**M1 wires**

Cells faint in the background.
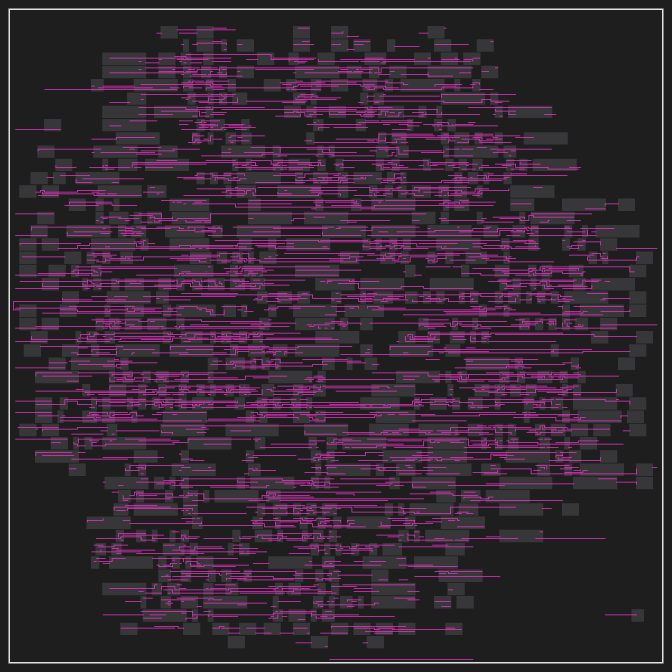
**The metal 2 layer**

Bar = 50 µm.
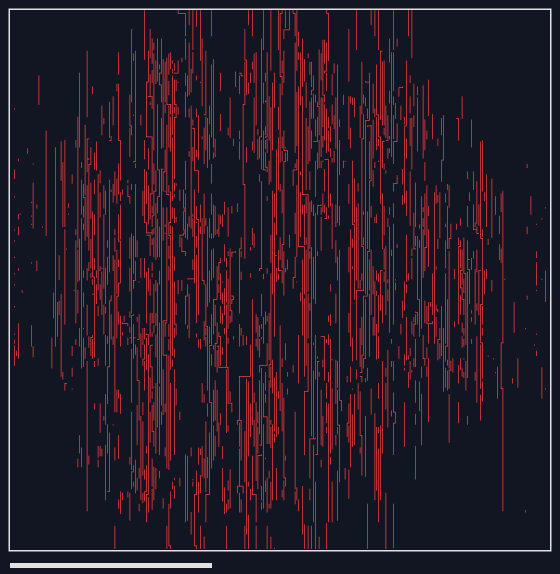
**Metal 3**

Bar = 50 µm.
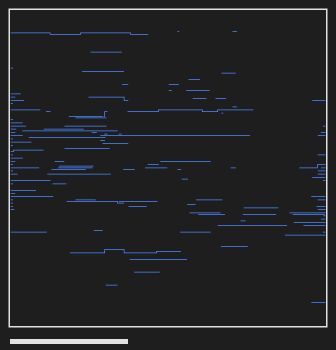
**The metal 4 layer**

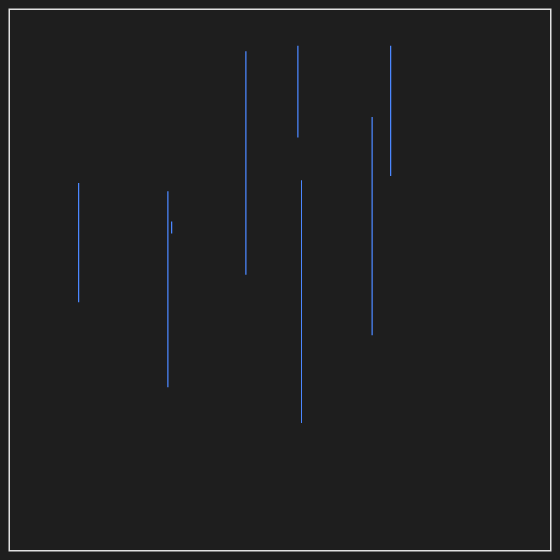
**Clock routing**

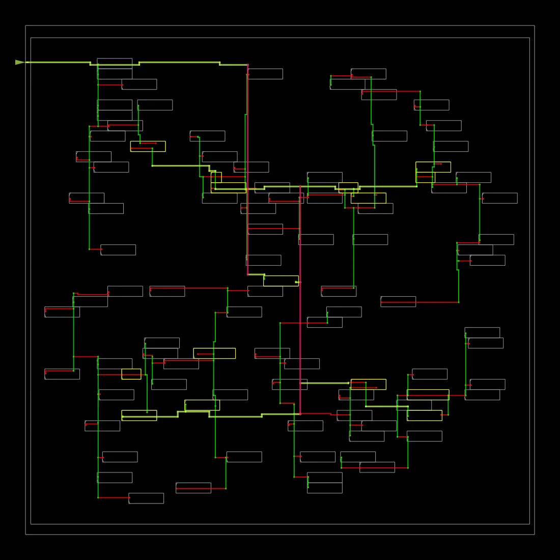
==> config.mk <==
export PLATFORM = sky130hd
export DESIGN_NAME = uart_err_cnt_bank
export DESIGN_NICKNAME = d
export VERILOG_FILES = /design/src/rtl/uart_err_cnt_bank.sv
export SDC_FILE = /design/constraint.sdc
export NUM_CORES = 1
export LEC_CHECK = 0
export ABC_CLOCK_PERIOD_IN_PS = 4100
export CAP_MARGIN = 20
export CELL_PAD_IN_SITES_DETAIL_PLACEMENT = 1
export CELL_PAD_IN_SITES_GLOBAL_PLACEMENT = 2
export CORE_UTILIZATION = 30
export CTS_CLUSTER_DIAMETER = 150
export CTS_CLUSTER_SIZE = 40
export DETAILED_ROUTE_END_ITERATION = 16
export PLACE_DENSITY = 0.78
export SKIP_CTS_REPAIR_TIMING = 1
export SLEW_MARGIN = 20
export SYNTH_ARGS = -nofsm -noshare
export SYNTH_HDL_FRONTEND = slang
export SYNTH_SLANG_ARGS = --single-unit
==> constraint.sdc <==
create_clock -name clk -period 4.1 [get_ports clk]
set_input_delay 0.615 -clock clk [delete_from_list [all_inputs] [get_ports clk]]
set_output_delay 0.615 -clock clk [all_outputs]
set_load 0.1 [all_outputs]
==> impl_summary.log <==
[metrics] run summary
[metrics] Placed Area: between 0.006 and 0.007 mm²
[metrics] Synth Seq Share: 40.8%
[metrics] most used routing layer: met2
[metrics] average via count per standard cell: between 5 and 6
[metrics] total tool warning count: 26
[metrics] average wire length per cell after detail routing: 22.8 µm
[metrics] Tapcell Cnt: around 220
[metrics] metal3 WL: 1120 µm
[metrics] leakage power figure: 2.51 nW
[metrics] number of sequential cells in the layout: 85
[metrics] synthesis warning total: 0
[metrics] area fraction in full adders, half adders and majority gates: 0.961%
[metrics] worst supply voltage drop on vdd: 0.200 mV
[metrics] filler instances: 1,903
[metrics] Max Used Layer: met4
[metrics] Starting Density: 31.1%
[metrics] detailed-router iteration count before antenna repair: 5
[metrics] Seq cells post-synth: 85
[metrics] most instantiated logic cells after routing: 101 x sky130_fd_sc_hd__clkdlybuf4s50_1, 85 x sky130_fd_sc_hd__dfrtp_1, 50 x sky130_fd_sc_hd__a21oi_1
[metrics] io pins: 103
[metrics] number of remaining DRC errors: 0
[metrics] top cells by instance count after synthesis: 85 x sky130_fd_sc_hd__dfrtp_1, 50 x sky130_fd_sc_hd__a21oi_1, 46 x sky130_fd_sc_hd__o21ai_0, 44 x sky130_fd_sc_hd__nand3_1, 41 x sky130_fd_sc_hd__nand2_1
[metrics] flip-flop count of the largest register, all copies and words added: ~64
[metrics] Slowest cell on crit path: sky130_fd_sc_hd__clkdlybuf4s50_1
[metrics] number of nets in the layout: 677
[metrics] biggest fanout along the worst timing path: 12
[metrics] area fraction in and, or, nand and nor cells after synthesis: 25.4%
[metrics] dominant logic cell type in the layout: sky130_fd_sc_hd__clkdlybuf4s50_1
[metrics] relative area change from synthesis to final layout: 30.1%
[metrics] Largest delay share family, worst path: AND-OR/OR-AND gates
[metrics] CTS sink cnt: between 80 and 90
[metrics] combinational share of cell area: 42.9%
[metrics] clock root buffer master: sky130_fd_sc_hd__clkbuf_16
[metrics] non-clock inverter instance count of the final layout: 6
[metrics] Seq area share: 31.4%
[metrics] number of instances in the synthesized netlist: 561
[metrics] combinational family with the most area after synthesis: simple AND/OR/NAND/NOR gates
[metrics] final core utilization: about 40%
[metrics] weighted congestion reported at the end of routability-driven placement: 0.895
[metrics] chip area line of the yosys report: 0.00521 mm²
[metrics] worst slew slack as a fraction of its limit: between 30% and 40%
[metrics] run status: finished, final reports clean
[metrics] share of power burned in the clock network: 48.2%
[metrics] Comb area: 0.00291 mm²
[metrics] CP endpoint kind: register
[metrics] post-synthesis async set-or-reset flop share: 100%
[metrics] remaining antenna violation count: 0
[metrics] Switch Pwr: between 400 and 500 µW
[metrics] power density cells: 282 mW/mm²
[metrics] post-synthesis instance area: 0.00521 mm²
[metrics] dpl cells: 864
[metrics] Reg2Reg Setup Slack: 1540 ps
About 'M1 wires':
nets with wire on the layer: 607
longest straight run: 44.2 µm
GR Layer Usage met1: 33.6%
total number of vias: 5,244
wire length reported by the detailed router: 20,100 µm

About 'the metal 2 layer':
main direction: vertical
nets with wire on the layer: 605
wire length on this layer: 8,990 µm
longest straight run: 58.5 µm
met2 Use GR: 34.5%

About 'metal 3':
longest straight run: 63.0 µm
share of all routed wire: 5.6%
main direction: horizontal
GRT met3 Usage: 5.52%

About 'the metal 4 layer':
longest straight run: 59.8 µm
share of all routed wire: 1.5%
main direction: vertical
wire length on this layer: 303 µm

About 'clock routing':
Inserted Clock Buffers: 9
Clock buffer cells: 12

Power and IR drop assume default switching activity.
